[src/rtl/seq_gen_pkg.sv]
// rtl/seq_gen_pkg.sv - shared types and constants for the symbol sequence generator
//
// Holds the FSM state encoding, the symbol width and the default idle symbol
// used by seq_gen and its bus interface.
package seq_gen_pkg;

    localparam int SYM_W = 2;

    localparam logic [SYM_W-1:0] IDLE_SYM_DEF = 2'b11;

    typedef enum logic [1:0] {
        IDLE = 2'd0,
        SEND = 2'd1,
        GAP  = 2'd2,
        FIN  = 2'd3
    } state_t;

endpackage

[src/rtl/seq_gen_if.sv]
// rtl/seq_gen_if.sv - control/pattern/symbol bundle for seq_gen
//
// Signals:
//   load, load_sym[2*DEPTH], load_len[LW]  pattern capture (IDLE only)
//   start, rep[4]                          begin transmission, passes minus 1
//   abort                                  terminate transmission
//   sym[2], sym_vld, busy, done            registered generator outputs
// master: the controller driving commands; slave: the generator.
interface seq_gen_if #(
    parameter int DEPTH = 8
) ();
    import seq_gen_pkg::*;

    localparam int LW = (DEPTH > 1) ? $clog2(DEPTH) : 1;

    logic                   load;
    logic [SYM_W*DEPTH-1:0] load_sym;
    logic [LW-1:0]          load_len;
    logic                   start;
    logic [3:0]             rep;
    logic                   abort;
    logic [SYM_W-1:0]       sym;
    logic                   sym_vld;
    logic                   busy;
    logic                   done;

    modport master (
        output load, load_sym, load_len, start, rep, abort,
        input  sym, sym_vld, busy, done
    );

    modport slave (
        input  load, load_sym, load_len, start, rep, abort,
        output sym, sym_vld, busy, done
    );

endinterface

[src/rtl/seq_gen.sv]
// rtl/seq_gen.sv - repeating 2-bit symbol pattern generator
//
// Ports:
//   clk    in   rising-edge clock
//   clr_n  in   asynchronous active-low reset
//   bus    slave modport of seq_gen_if (load/start/abort in, sym/sym_vld/busy/done out)
// Parameters:
//   DEPTH     maximum symbols per pattern
//   IDLE_SYM  symbol driven whenever sym_vld is low
//   GAP_EN    1 inserts one idle cycle between repeated passes
module seq_gen
    import seq_gen_pkg::*;
#(
    parameter int               DEPTH    = 8,
    parameter logic [SYM_W-1:0] IDLE_SYM = IDLE_SYM_DEF,
    parameter bit               GAP_EN   = 1'b1
) (
    input  logic        clk,
    input  logic        clr_n,
    seq_gen_if.slave    bus
);

    localparam int LW = (DEPTH > 1) ? $clog2(DEPTH) : 1;

    state_t                 state;
    logic [SYM_W*DEPTH-1:0] pat_r;
    logic [LW-1:0]          len_r;
    logic [3:0]             rep_r;
    logic [3:0]             pass_r;
    logic [LW-1:0]          idx_r;     // index of the symbol currently on sym
    logic [SYM_W-1:0]       sym_r;
    logic                   vld_r;
    logic                   busy_r;
    logic                   done_r;

    logic [LW-1:0]          idx_nxt;
    logic [SYM_W-1:0]       sym_first;
    logic [SYM_W-1:0]       sym_next;

    assign idx_nxt   = idx_r + 1'b1;
    assign sym_first = pat_r[SYM_W-1:0];
    // Only used while idx_r < len_r, so idx_nxt never exceeds DEPTH-1.
    assign sym_next  = pat_r[SYM_W*int'(idx_nxt) +: SYM_W];

    always_ff @(posedge clk or negedge clr_n) begin
        if (!clr_n) begin
            state  <= IDLE;
            pat_r  <= '0;
            len_r  <= '0;
            rep_r  <= '0;
            pass_r <= '0;
            idx_r  <= '0;
            sym_r  <= IDLE_SYM;
            vld_r  <= 1'b0;
            busy_r <= 1'b0;
            done_r <= 1'b0;
        end else begin
            done_r <= 1'b0;
            case (state)
                IDLE: begin
                    // load wins over a simultaneous start
                    if (bus.load) begin
                        pat_r <= bus.load_sym;
                        len_r <= bus.load_len;
                    end else if (bus.start) begin
                        rep_r  <= bus.rep;
                        pass_r <= '0;
                        idx_r  <= '0;
                        sym_r  <= sym_first;
                        vld_r  <= 1'b1;
                        busy_r <= 1'b1;
                        state  <= SEND;
                    end
                end

                SEND: begin
                    if (bus.abort) begin
                        sym_r  <= IDLE_SYM;
                        vld_r  <= 1'b0;
                        busy_r <= 1'b0;
                        state  <= IDLE;
                    end else if (idx_r == len_r) begin
                        if (pass_r == rep_r) begin
                            sym_r  <= IDLE_SYM;
                            vld_r  <= 1'b0;
                            busy_r <= 1'b0;
                            done_r <= 1'b1;
                            state  <= FIN;
                        end else begin
                            pass_r <= pass_r + 4'd1;
                            idx_r  <= '0;
                            if (GAP_EN) begin
                                sym_r <= IDLE_SYM;
                                vld_r <= 1'b0;
                                state <= GAP;
                            end else begin
                                sym_r <= sym_first;
                            end
                        end
                    end else begin
                        idx_r <= idx_nxt;
                        sym_r <= sym_next;
                    end
                end

                GAP: begin
                    if (bus.abort) begin
                        busy_r <= 1'b0;
                        state  <= IDLE;
                    end else begin
                        sym_r <= sym_first;
                        vld_r <= 1'b1;
                        state <= SEND;
                    end
                end

                FIN: begin
                    state <= IDLE;
                end

                default: begin
                    sym_r  <= IDLE_SYM;
                    vld_r  <= 1'b0;
                    busy_r <= 1'b0;
                    state  <= IDLE;
                end
            endcase
        end
    end

    assign bus.sym     = sym_r;
    assign bus.sym_vld = vld_r;
    assign bus.busy    = busy_r;
    assign bus.done    = done_r;

endmodule
[src/flat_wrapper.sv]
// flat-port wrapper written by rule: the top's interface ports become plain ports
module seq_gen_flat import seq_gen_pkg::*;
#(
    parameter int               DEPTH    = 8,
    parameter logic [SYM_W-1:0] IDLE_SYM = IDLE_SYM_DEF,
    parameter bit               GAP_EN   = 1'b1
)
  (clk, clr_n, bus_load, bus_load_sym, bus_load_len, bus_start, bus_rep, bus_abort, bus_sym, bus_sym_vld, bus_busy, bus_done);
  seq_gen_if #(.DEPTH(DEPTH)) bus_i ();
  input  logic clk;
  input  logic clr_n;
  input wire logic [$bits(bus_i.load)-1:0] bus_load;
  input wire logic [$bits(bus_i.load_sym)-1:0] bus_load_sym;
  input wire logic [$bits(bus_i.load_len)-1:0] bus_load_len;
  input wire logic [$bits(bus_i.start)-1:0] bus_start;
  input wire logic [$bits(bus_i.rep)-1:0] bus_rep;
  input wire logic [$bits(bus_i.abort)-1:0] bus_abort;
  output wire logic [$bits(bus_i.sym)-1:0] bus_sym;
  output wire logic [$bits(bus_i.sym_vld)-1:0] bus_sym_vld;
  output wire logic [$bits(bus_i.busy)-1:0] bus_busy;
  output wire logic [$bits(bus_i.done)-1:0] bus_done;
  assign bus_i.load = bus_load;
  assign bus_i.load_sym = bus_load_sym;
  assign bus_i.load_len = bus_load_len;
  assign bus_i.start = bus_start;
  assign bus_i.rep = bus_rep;
  assign bus_i.abort = bus_abort;
  assign bus_sym = bus_i.sym;
  assign bus_sym_vld = bus_i.sym_vld;
  assign bus_busy = bus_i.busy;
  assign bus_done = bus_i.done;
  seq_gen #(.DEPTH(DEPTH), .IDLE_SYM(IDLE_SYM), .GAP_EN(GAP_EN)) u_core (.clk(clk), .clr_n(clr_n), .bus(bus_i));
endmodule
[config.mk]
export PLATFORM = sky130hd
export DESIGN_NAME = seq_gen_flat
export DESIGN_NICKNAME = d
export VERILOG_FILES = /design/src/rtl/seq_gen_pkg.sv /design/src/rtl/seq_gen_if.sv /design/src/rtl/seq_gen.sv /design/src/flat_wrapper.sv
export SDC_FILE = /design/constraint.sdc
export NUM_CORES = 1
export LEC_CHECK = 0
export ABC_AREA = 1
export CORE_MARGIN = 2
export CORE_UTILIZATION = 53
export CTS_CLUSTER_DIAMETER = 120
export DETAILED_ROUTE_END_ITERATION = 10
export PLACE_DENSITY = 0.76
export SLEW_MARGIN = 20
export SYNTH_ARGS = -nofsm -noshare
export SYNTH_HDL_FRONTEND = slang
export SYNTH_SLANG_ARGS = --single-unit
[constraint.sdc]
create_clock -name clk -period 2 [get_ports clk]
set_input_delay 0.2 -clock clk [delete_from_list [all_inputs] [get_ports clk]]
set_output_delay 0.2 -clock clk [all_outputs]
set_load 0.05 [all_outputs]
==> ci_impl_report.md, run 1 <==
### Yosys + OpenROAD results

| Metric | Value |
|---|---|
| Fin crit share | 0.910 |
| Clock sink total | 37 |
| Synth area leaders | dfrtp_1 43%, nand2_1 12%, mux2_2 9.4% |
| Seq_cells | 37 |
| M1 GR Usage | 0.230 |
| Post-synth ARST share | 1.00 |
| DR iter-0 viols | 100 |
| Crit path required time | 1.80 ns |
| Clock Buffer Count | 8 |
| Worst hold-check path type | in -> async |
| Worst r2r path cells | 7 |
| MUX share of area | 0.0942 |
| #FFs+latches synth | 37 |
| Biggest Area Class | combinational gates |
| Finished Layout Cells | 313 |
| Via Count | 1562 |
| Top Ports | 33 |
| CP max stage delay | 0.79 ns |
| Root buffer cell | clkbuf_8 |
| Final Setup Violations | 0 |
| Status | finished clean |
| Inverters, non-clock | 28 |
| Final clock-cell share | 0.0363 |
| Worst path depth | 1 |
| Leakage power | 1.18 nW |
| Ys flop type | dfrtp_1 |
| Number of synthesized flops with an enable pin | 0 |
| First-pass GRT wire length | 6.58 mm |
| Layout area overhead | 22.2% |
| CTS Buffer Depth | 2 |
| P_int | 2.17 mW |
| Most area-hungry cell type in the Yosys netlist | dfrtp_1 |
| Fin nets | 297 |
| H-tree depth | 2 |
| DRC violations left | 0 |
| Met3 Use GR | 0.0511 |
| Reg2Reg Launch Point | u_core.idx_r[0]$_DFFE_PN0P_ |
| Biggest register | u_core.pat_r |
| Worst Tran Pin Value | 0.811 ns |
| FF-to-FF End | u_core.bus.sym[1]$_DFFE_PN1P_ |
| Adder Share, Synth | 0.0308 |
| Psw | 1.60 mW |
| R2R setup slack | 0.36 ns |
| Yosys chip area | 2030 um^2 |
| Critical path class | reg -> out |
| Share of layout cells above drive strength 1 | 0.208 |
| MI comb cells | 158 |
| Sw Share | 0.424 |
| Regs by FF count | u_core.pat_r: 16 flops, u_core.pass_r: 4 flops, u_core.rep_r: 4 flops |
| Die area | 4350 um^2 |
| Startpoint Class | register |
| Post-DR vias/cell | 4.99 |
| Crit path buffers/inverters | 1 |
| Maximum Capacitance Violations | 0 |
| Post-synthesis compound-gate area fraction | 0.0622 |
| Met2 usage | 0.364 |
| Post-route setup TNS | 0 ns |
| DR top layer | met4 |
| Power consumption | 3.78 mW |
| Cell Pwr Density | 1520 nW/um^2 |
| Final WL | 3.64 mm |
| Combinational share of cell area | 0.388 |
| Remaining global-route overflow | 0 |
| Met3 WL post-DR | 142 um |
| Post-CTS Resized | 0 |
| Sequential Power Share | 0.353 |
| Total length of routed met2 wires | 1.92 mm |
| Avg Inst Size Synth | 8.96 um^2 |
| Routability cong. | 0.811 |
| Post-Synthesis Cells | 227 |
| Row count | 22 |
| Min Hold Slack | 0.000699 ns |
| Crit-path leading delay family | buffers and inverters |
| Slowest CP cell | clkdlybuf4s50_1 |
| Synthesized net count | 260 |
| Most frequent cell after synthesis | nand2_1 |
| Max reg flops | 16 |
| Largest net degree at the start of global routing | 38 |
| NonClk Buf Share | 0.133 |
| Post-CTS setup buffers | 0 |
| Fin. Hold Viols | 0 |
| Cts hold-fix bufs | 0 |
| Combinational Power Share | 0.507 |
| Critical Path AT | 1.62 ns |
| Slew margin rel. | 0.459 |
| RSZ-0062 raised after global routing | false |
| Log Warnings | 28 |
| Fmax | 549 MHz |
| Most numerous logic cells after layout | 63 x nand2_1, 35 x dfrtp_1, 31 x clkdlybuf4s50_1 |
| Multi-input gate area | 963 um^2 |
| Clock Skews | 0.00676 ns |
| Crit path max fanout | 2 |
| Vias in the first global route | 1560 |
| WL/cell | 11.6 um |
| 1st-pass router iterations | 4 |
| Number of port buffers | 32 |
| Top Usage Layer GRT | met2 |
| Ant diodes | 0 |
| Fill cell count | 305 |
| XOR Share, Synth | 0.00862 |
| Pre-Place Util | 0.555 |
| CTS Buf Count | 5 |
| Dominant logic cell type in the layout | nand2_1 |
| Synth Warn # | 0 |
| Simple share | 0.278 |
| Commonest cells in the netlist | 63 x nand2_1, 35 x dfrtp_1, 21 x inv_1 |
| Synth top area share | 0.431 |
| TritonCTS clock tree | done |
| Core Util, Final | 0.679 |
| Latency at later pin | 0.29 ns |
| Clock share of power | 0.140 |
| Worst Setup End Kind | output port |
| Sequential Area | 928 um^2 |
| Gr usage total | 0.200 |
| Dpl cells | 305 |
| Sequential share of cell area | 0.374 |
| CP endpoint | bus_sym[0] |
| Yosys cell count | 227 |
| Final worst slack | 0.180 ns |
| Initial antenna violation count | 0 |
| Clock transition at the registers of the reported paths | 0.07 ns |
| Register area share after synthesis | 0.457 |
| DP Worst Slack | 0.385 ns |
| M1 WL | 1.54 mm |
| Buffers outside the clock class | 34 |
| Worst path cell trace | clkdlybuf4s50_1 |
| # Taps | 48 |
| Min Clock Period, post-route | 1.82 ns |
## run 1: power groups by stage
stage          logic, mW  clock network, mW  registers (mW)
3_5_place_dp        1.93                  0            1.35
4_1_cts             1.94              0.540            1.34
2_1_floorplan       1.42                  0            1.43
6_report            1.91              0.529            1.33
3_3_place_gp        1.88                  0            1.34
5_1_grt             2.17              0.575            1.39
## run 1: cells by family (layout without fill, tap and decap cells)
family / count (synthesis) / after routing
buffers and inverters: 32 / 70
multiplexers: 17 / 17
AND-OR/OR-AND: 22 / 22
flip-flops: 37 / 37
AND/OR/NAND/NOR: 112 / 112
XOR/XNOR: 2 / 2
adder cells (fa/ha/maj): 5 / 5
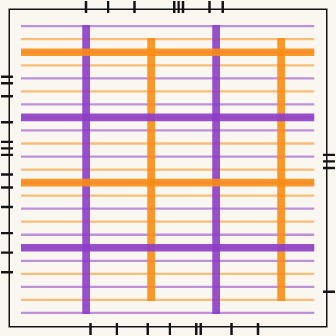
Figure 1: run 1, floorplan with the power grid.
Pins as bars on the die edge.
VSS -> purple
VDD -> orange
met5 straps = 4
met1 rails = 23
met4 straps = 4
signal pins = 33
rows = 22
die width: 65.9 um
Peak VDD IR: 0.000702 V

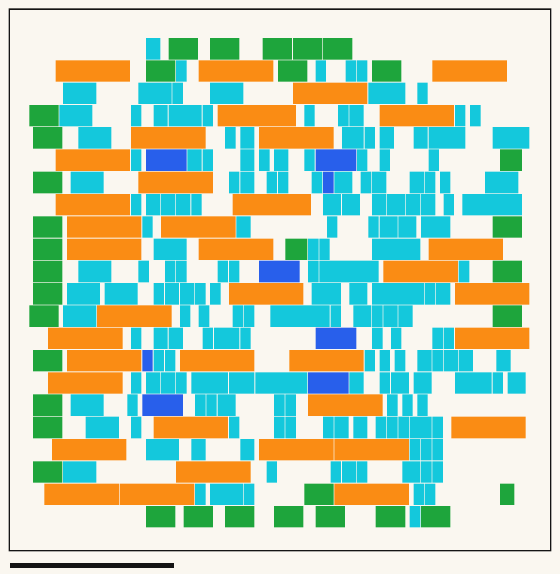
Figure 2: run 1, placed cells, one color a class.
Scale bar: 20 um.
all other logic -> cyan  # cells 186, share of their area 44%
clock drivers and dummy loads -> blue  # cells 8, share of their area 3.7%
flip-flops -> orange  # cells 37, share of their area 38%
other buffers and delay cells -> green  # cells 34, share of their area 14%
Design Area, Final: 2480 um^2
CORE AREA: 3660 um^2

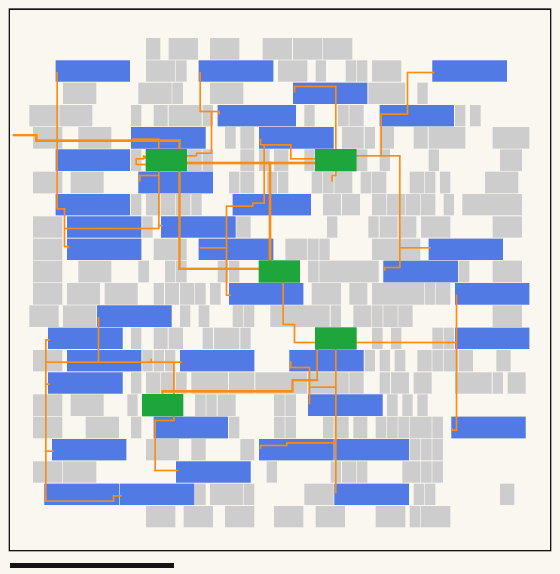
Figure 3: run 1, clock wires, drivers and flops.
Scale bar: 20 um.
clock wires -> orange  # length 447 um
cells driving clock nets -> green  # count 5
flip-flops -> blue  # count 37
flops lie = all over the die

Figure 4. The clock network (run 1).
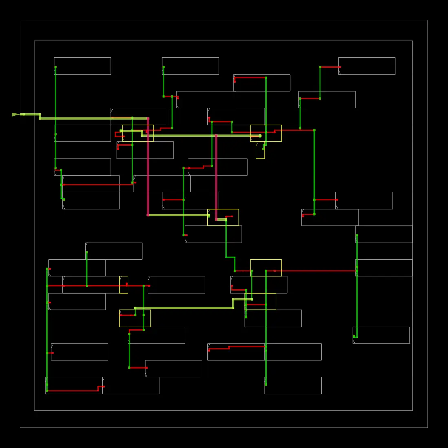

## Run 2: what changed since run 1
- CORE_MARGIN: 2 -> 8
- CORE_UTILIZATION: 53 -> 30
- PLACE_DENSITY: 0.76 -> 0.47
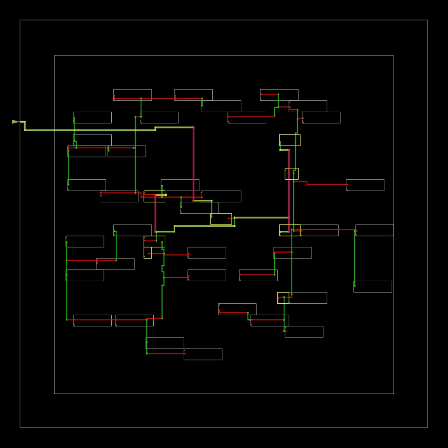
Figure 5: run 2, the clock network.
seq_cells: 37
Clock Skews: 0.00759 ns
Clock Buffer Count: 5
Clock group: 0.541 mW

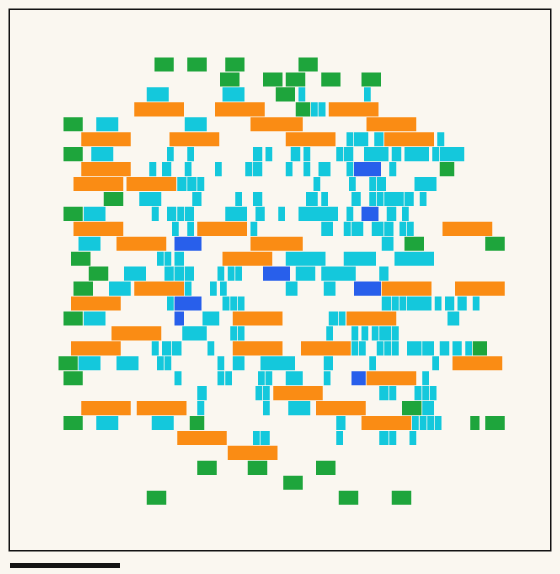
Figure 6: run 2, placed cells, one color a class.
Scale bar: 20 um.
clock drivers and dummy loads -> blue  # cells 8, share of their area 3.7%
flip-flops -> orange  # cells 37, share of their area 38%
other buffers and delay cells -> green  # cells 37, share of their area 15%
all other logic -> cyan  # cells 186, share of their area 44%
Core Util, Final: 0.382
row count: 30
CORE AREA: 6680 um^2

==> ci_impl_report.md, run 2 <==
### Yosys + OpenROAD results

| Metric | Value |
|---|---|
| DP Worst Slack | 0.328 ns (was 0.385 ns) |
| Ys flop type | dfrtp_1 (unchanged) |
| Final Setup Violations | 0 (unchanged) |
| CP max stage delay | 0.80 ns (was 0.79 ns) |
| Post-Synthesis Cells | 227 (unchanged) |
| CTS Buffer Depth | 2 (unchanged) |
| Met3 WL post-DR | 148 um (was 142 um) |
| Simple share | 0.278 (unchanged) |
| Worst Setup End Kind | output port (unchanged) |
| #FFs+latches synth | 37 (unchanged) |
| Log Warnings | 28 (unchanged) |
| Power in combinational cells | 1.91 mW (about the same) |
| Critical Path AT | 1.64 ns (was 1.62 ns) |
| Pre-Place Util | 0.304 (was 0.555) |
| Worst hold-check path type | in -> async (unchanged) |
| FF-to-FF End | u_core.bus.sym[1]$_DFFE_PN1P_ (unchanged) |
| Fin nets | 300 (was 297) |
| Most frequent cell after synthesis | nand2_1 (unchanged) |
| Psw | 1.64 mW (was 1.60 mW) |
| Remaining global-route overflow | 0 (unchanged) |
| Power consumption | 3.79 mW (was 3.78 mW) |
| Avg Inst Size Synth | 8.96 um^2 (unchanged) |
| Regs by FF count | u_core.pat_r: 16 flops, u_core.pass_r: 4 flops, u_core.rep_r: 4 flops (unchanged) |
| Dpl cells | 339 (was 305) |
| Number of port buffers | 32 (unchanged) |
| Post-DR vias/cell | 4.39 (was 4.99) |
| Fmax | 544 MHz (was 549 MHz) |
| R2R setup slack | 0.41 ns (was 0.36 ns) |
| Combinational Power Share | 0.504 (was 0.507) |
| Synth Warn # | 0 (unchanged) |
| Maximum Capacitance Violations | 0 (unchanged) |
| Synth area leaders | dfrtp_1 43%, nand2_1 12%, mux2_2 9.4% (unchanged) |
| Clock sink total | 37 (unchanged) |
| XOR Share, Synth | 0.00862 (unchanged) |
| Sequential Power Share | 0.353 (about the same) |
| Commonest cells in the netlist | 63 x nand2_1, 35 x dfrtp_1, 21 x inv_1 (unchanged) |
| Crit-path leading delay family | buffers and inverters (unchanged) |
| MUX share of area | 0.0942 (unchanged) |
| Finished Layout Cells | 348 (was 313) |
| DR iter-0 viols | 56 (was 100) |
| Ant diodes | 0 (unchanged) |
| Top power group | combinational cells (unchanged) |
| Clock share of power | 0.143 (was 0.140) |
| Post-synthesis compound-gate area fraction | 0.0622 (unchanged) |
| Crit path max fanout | 2 (unchanged) |
| Post-route setup TNS | 0 ns (unchanged) |
| DRC violations left | 0 (unchanged) |
| Die area | 9670 um^2 (was 4350 um^2) |
| Crit path required time | 1.80 ns (about the same) |
| Yosys cell count | 227 (unchanged) |
| M1 GR Usage | 0.115 (was 0.230) |
| Adder Share, Synth | 0.0308 (unchanged) |
| RSZ-0062 raised after global routing | false (unchanged) |
| Crit path buffers/inverters | 1 (unchanged) |
| Via Count | 1527 (was 1562) |
| Worst r2r path cells | 7 (unchanged) |
| Startpoint Class | register (unchanged) |
| Status | finished clean (unchanged) |
| TritonCTS clock tree | done (unchanged) |
| Fin. Hold Viols | 0 (unchanged) |
| Sw Share | 0.434 (was 0.424) |
| 1st-pass router iterations | 4 (unchanged) |
| Vias in the first global route | 1683 (was 1560) |
| Top Ports | 33 (unchanged) |
| Cell Pwr Density | 1480 nW/um^2 (was 1520 nW/um^2) |
| Layout area overhead | 25.4% (was 22.2%) |
| Total length of routed met2 wires | 2.10 mm (was 1.92 mm) |
| Design Area, Final | 2550 um^2 (was 2480 um^2) |
| Number of synthesized flops with an enable pin | 0 (unchanged) |
| Top Usage Layer GRT | met2 (unchanged) |
| WL/cell | 12.2 um (was 11.6 um) |
| Max reg flops | 16 (unchanged) |
| Min Hold Slack | 0.366 ns (was 0.000699 ns) |
| Most numerous logic cells after layout | 63 x nand2_1, 35 x dfrtp_1, 31 x clkdlybuf4s50_1 (unchanged) |
| Critical path class | reg -> out (unchanged) |
| Leakage power | 1.19 nW (was 1.18 nW) |
| Worst Tran Pin Value | 0.496 ns (was 0.811 ns) |
| P_seq | 1.34 mW (was 1.33 mW) |
| H-tree depth | 2 (unchanged) |
| Die width | 98.3 um (was 65.9 um) |
| Biggest register | u_core.pat_r (unchanged) |
| Register area share after synthesis | 0.457 (unchanged) |
| Post-synth ARST share | 1.00 (unchanged) |
| Worst path depth | 1 (unchanged) |
| Latency at later pin | 0.30 ns (was 0.29 ns) |
| First-pass GRT wire length | 7.73 mm (was 6.58 mm) |
| CP endpoint | bus_sym[0] (unchanged) |
| Clock transition at the registers of the reported paths | 0.08 ns (was 0.07 ns) |
| Fin crit share | 0.919 (was 0.910) |
| Reg2Reg Launch Point | u_core.idx_r[0]$_DFFE_PN0P_ (unchanged) |
| Met2 usage | 0.168 (was 0.364) |
| DR top layer | met4 (unchanged) |
| Met3 Use GR | 0.0277 (was 0.0511) |
| Post-CTS Resized | 0 (unchanged) |
| CTS Buf Count | 5 (unchanged) |
| Slowest CP cell | clkdlybuf4s50_1 (unchanged) |
| Largest net degree at the start of global routing | 22 (was 38) |
| P_int | 2.14 mW (was 2.17 mW) |
| Dominant logic cell type in the layout | nand2_1 (unchanged) |
| Share of layout cells above drive strength 1 | 0.220 (was 0.208) |
| M1 WL | 1.96 mm (was 1.54 mm) |
| Peak VDD IR | 0.000457 V (was 0.000702 V) |
| Slew margin rel. | 0.668 (was 0.459) |
| Gr usage total | 0.0980 (was 0.200) |
| Root buffer cell | clkbuf_8 (unchanged) |
| Initial antenna violation count | 0 (unchanged) |
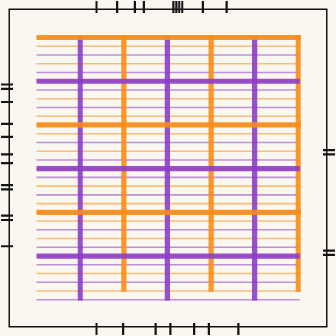
Figure 7: run 2, floorplan with the power grid.
Pins as bars on the die edge.
VDD -> orange
VSS -> purple
signal pins = 33
rows = 30
met5 straps = 6

run 2: cell types whose count changed in the layout (fill, tap and decap cells not counted), sizes merged:
cell,previous run,this run
clkinv,0,1
clkbuf,8,5
dlygate4sd3,0,1
inv,28,29
clkinvlp,0,1
buf,3,5
run 2: layout make-up:
cell class	count	area [um^2]
Timing Repair Buffer	37	355
Fill cell	727	4130
Multi-Input combinational cell	158	963
Clock inverter	3	21.3
Sequential cell	37	928
Tap cell	80	100
Clock buffer	5	68.8
Inverter	28	113
run 2: repair_timing:
| action | in CTS | in global routing |
|---|---|---|
| buffers inserted | 0 | 0 |
| hold endpoints to repair | 16 | 0 |
| hold buffers | 1 | 0 |
Figure 8. Clock wires, drivers and flops (run 2).
Scale bar: 20 um.
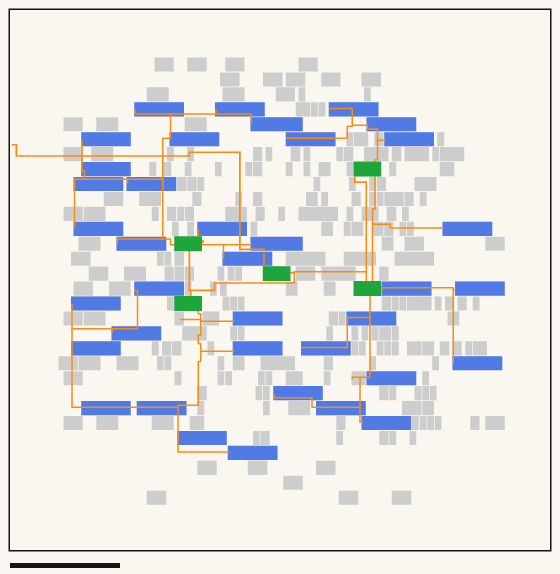

## Run 3: what changed since run 2
- CELL_PAD_IN_SITES_DETAIL_PLACEMENT: unset -> 0
- CELL_PAD_IN_SITES_GLOBAL_PLACEMENT: unset -> 2
- MAX_ROUTING_LAYER: unset -> met4
- PLACE_DENSITY: 0.47 -> 0.71
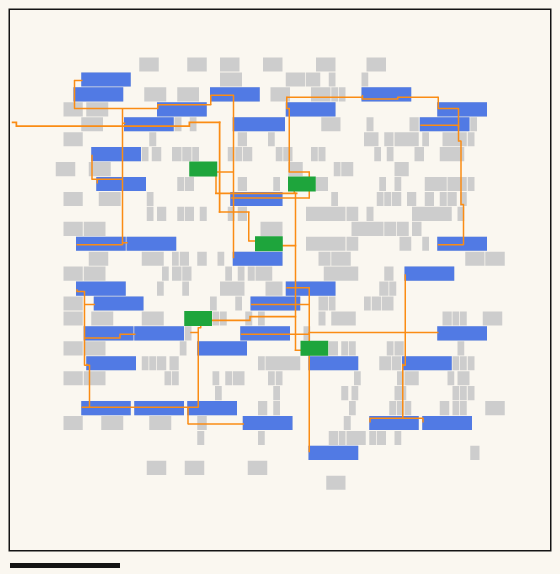
Figure 9: run 3, clock wires, drivers and flops.
Scale bar: 20 um.
flip-flops -> blue  # count 37
clock wires -> orange  # length 582 um
cells driving clock nets -> green  # count 5
routed clock nets = 6

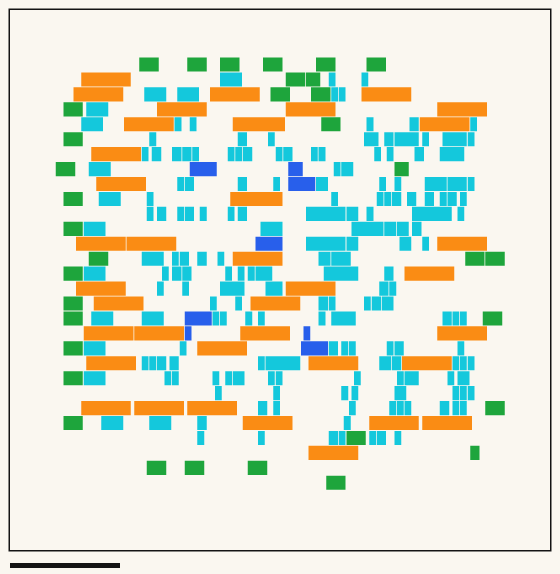
Figure 10: run 3, placed cells, one color a class.
Scale bar: 20 um.
clock drivers and dummy loads -> blue  # cells 8, share of their area 3.5%
all other logic -> cyan  # cells 186, share of their area 44%
other buffers and delay cells -> green  # cells 34, share of their area 14%
flip-flops -> orange  # cells 37, share of their area 38%

==> ci_impl_report.md, run 3 <==
### Yosys + OpenROAD results

| Metric | Value |
|---|---|
| Psw | 1.64 mW (about the same) |
| H-tree depth | 2 (unchanged) |
| Crit path max fanout | 2 (unchanged) |
| Post-synth ARST share | 1.00 (unchanged) |
| Routability cong. | 0.749 (was 0.782) |
| Pre-Place Util | 0.304 (unchanged) |
| Final clock-cell share | 0.0333 (was 0.0353) |
| Combinational Power Share | 0.508 (was 0.504) |
| Peak VDD IR | 0.000423 V (was 0.000457 V) |
| XOR Share, Synth | 0.00862 (unchanged) |
| Root buffer cell | clkbuf_8 (unchanged) |
| Die area | 9670 um^2 (unchanged) |
| Yosys chip area | 2030 um^2 (unchanged) |
| Sequential Power Share | 0.355 (was 0.353) |
| FF-to-FF End | u_core.bus.sym[0]$_DFFE_PN1P_ (was u_core.bus.sym[1]$_DFFE_PN1P_) |
| Seq_cells | 37 (unchanged) |
| Inverters, non-clock | 28 (unchanged) |
| Min Clock Period, post-route | 1.83 ns (was 1.84 ns) |
| Max reg flops | 16 (unchanged) |
| Synth top area share | 0.431 (unchanged) |
| Log Warnings | 28 (unchanged) |
| Post-DR vias/cell | 4.45 (was 4.39) |
| Worst hold-check path type | in -> async (unchanged) |
| MI comb cells | 158 (unchanged) |
| Critical path class | reg -> out (unchanged) |
| WL/cell | 12.7 um (was 12.2 um) |
| Cell Pwr Density | 1500 nW/um^2 (was 1480 nW/um^2) |
| Clock Buffer Count | 7 (was 5) |
| Commonest cells in the netlist | 63 x nand2_1, 35 x dfrtp_1, 21 x inv_1 (unchanged) |
| Reg2Reg Launch Point | u_core.state[0]$_DFFE_PN0P_ (was u_core.idx_r[0]$_DFFE_PN0P_) |
| Crit path buffers/inverters | 1 (unchanged) |
| CTS Buf Count | 5 (unchanged) |
| Synth Warn # | 0 (unchanged) |
| #FFs+latches synth | 37 (unchanged) |
| Final Setup Violations | 0 (unchanged) |
| Fill cell count | 718 (was 727) |
| CP max stage delay | 0.80 ns (about the same) |
| CTS Buffer Depth | 2 (unchanged) |
| Yosys cell count | 227 (unchanged) |
| MUX share of area | 0.0942 (unchanged) |
| CORE AREA | 6680 um^2 (unchanged) |
| R2R setup slack | 0.37 ns (was 0.41 ns) |
| Fin. Hold Viols | 0 (unchanged) |
| Simple share | 0.278 (unchanged) |
| Biggest register | u_core.pat_r (unchanged) |
| Clock sink total | 37 (unchanged) |
| Avg Inst Size Synth | 8.96 um^2 (unchanged) |
| Final WL | 4.37 mm (was 4.26 mm) |
| Layout area overhead | 23.9% (was 25.4%) |
| First-pass GRT wire length | 7.74 mm (was 7.73 mm) |
| Critical Path AT | 1.63 ns (was 1.64 ns) |
| Post-route setup TNS | 0 ns (unchanged) |
| Status | finished clean (unchanged) |
| Number of port buffers | 32 (unchanged) |
| Adder Share, Synth | 0.0308 (unchanged) |
| Finished Layout Cells | 345 (was 348) |
| 1st-pass router iterations | 4 (unchanged) |
| Crit path required time | 1.80 ns (about the same) |
| Latency at later pin | 0.29 ns (was 0.30 ns) |
| Slowest CP cell | clkdlybuf4s50_1 (unchanged) |
| Worst r2r path cells | 8 (was 7) |
| Worst path cell trace | clkdlybuf4s50_1 (unchanged) |
| Worst Tran Pin Value | 0.859 ns (was 0.496 ns) |
| Most area-hungry cell type in the Yosys netlist | dfrtp_1 (unchanged) |
| Post-synthesis compound-gate area fraction | 0.0622 (unchanged) |
| Dpl cells | 337 (was 339) |
| Synthesized net count | 260 (unchanged) |
| Number of synthesized flops with an enable pin | 0 (unchanged) |
| Leakage power | 1.17 nW (was 1.19 nW) |
| Cts hold-fix bufs | 0 (was 1) |
| Dominant logic cell type in the layout | nand2_1 (unchanged) |
| Initial antenna violation count | 0 (unchanged) |
| Largest net degree at the start of global routing | 38 (was 22) |
| Register area share after synthesis | 0.457 (unchanged) |
| Core Util, Final | 0.377 (was 0.382) |
| Min Hold Slack | 0.0199 ns (was 0.366 ns) |
| DRC violations left | 0 (unchanged) |
| Fmax | 547 MHz (was 544 MHz) |
| Remaining global-route overflow | 0 (unchanged) |
| Crit-path leading delay family | buffers and inverters (unchanged) |
| Row count | 30 (unchanged) |
| Biggest Area Class | combinational gates (unchanged) |
| Most numerous logic cells after layout | 63 x nand2_1, 35 x dfrtp_1, 31 x clkdlybuf4s50_1 (unchanged) |
| Sequential share of cell area | 0.369 (was 0.364) |
| Gr usage total | 0.101 (was 0.0980) |
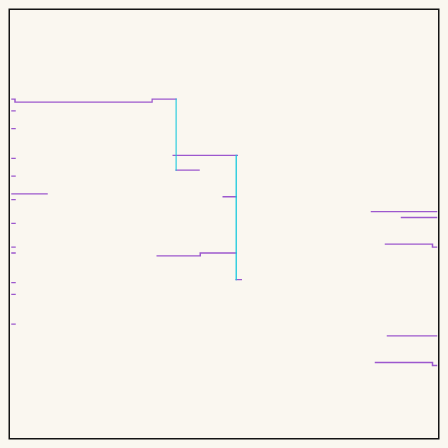
Figure 11: run 3, routed metal, one color a layer.
Only two layers are drawn.
met4 -> cyan  # wire length 44.9 um
met3 -> purple  # wire length 159 um

run 3: cell counts after synthesis:
Identical to the previous run, type by type.
run 3: per-layer routing:
metal  vias to the layer above  part of all wire  track usage
li1                        795                 -            -
met1                       711              0.46        0.117
met2                        23              0.49        0.166
met3                         6             0.036       0.0292
met4                         0             0.010       0.0248
met5                         -                 0            -
run 3: power by group through the flow:
stage / Sequential, mW / Combinational [mW] / Clock (mW)
after global routing: 1.40 / 2.17 / 0.581
after detailed placement: 1.36 / 1.96 / 0
after global placement: 1.35 / 1.95 / 0
after floorplan: 1.43 / 1.42 / 0
after CTS: 1.35 / 1.97 / 0.549
final: 1.34 / 1.92 / 0.515
Power is estimated from default activity; no workload was simulated.
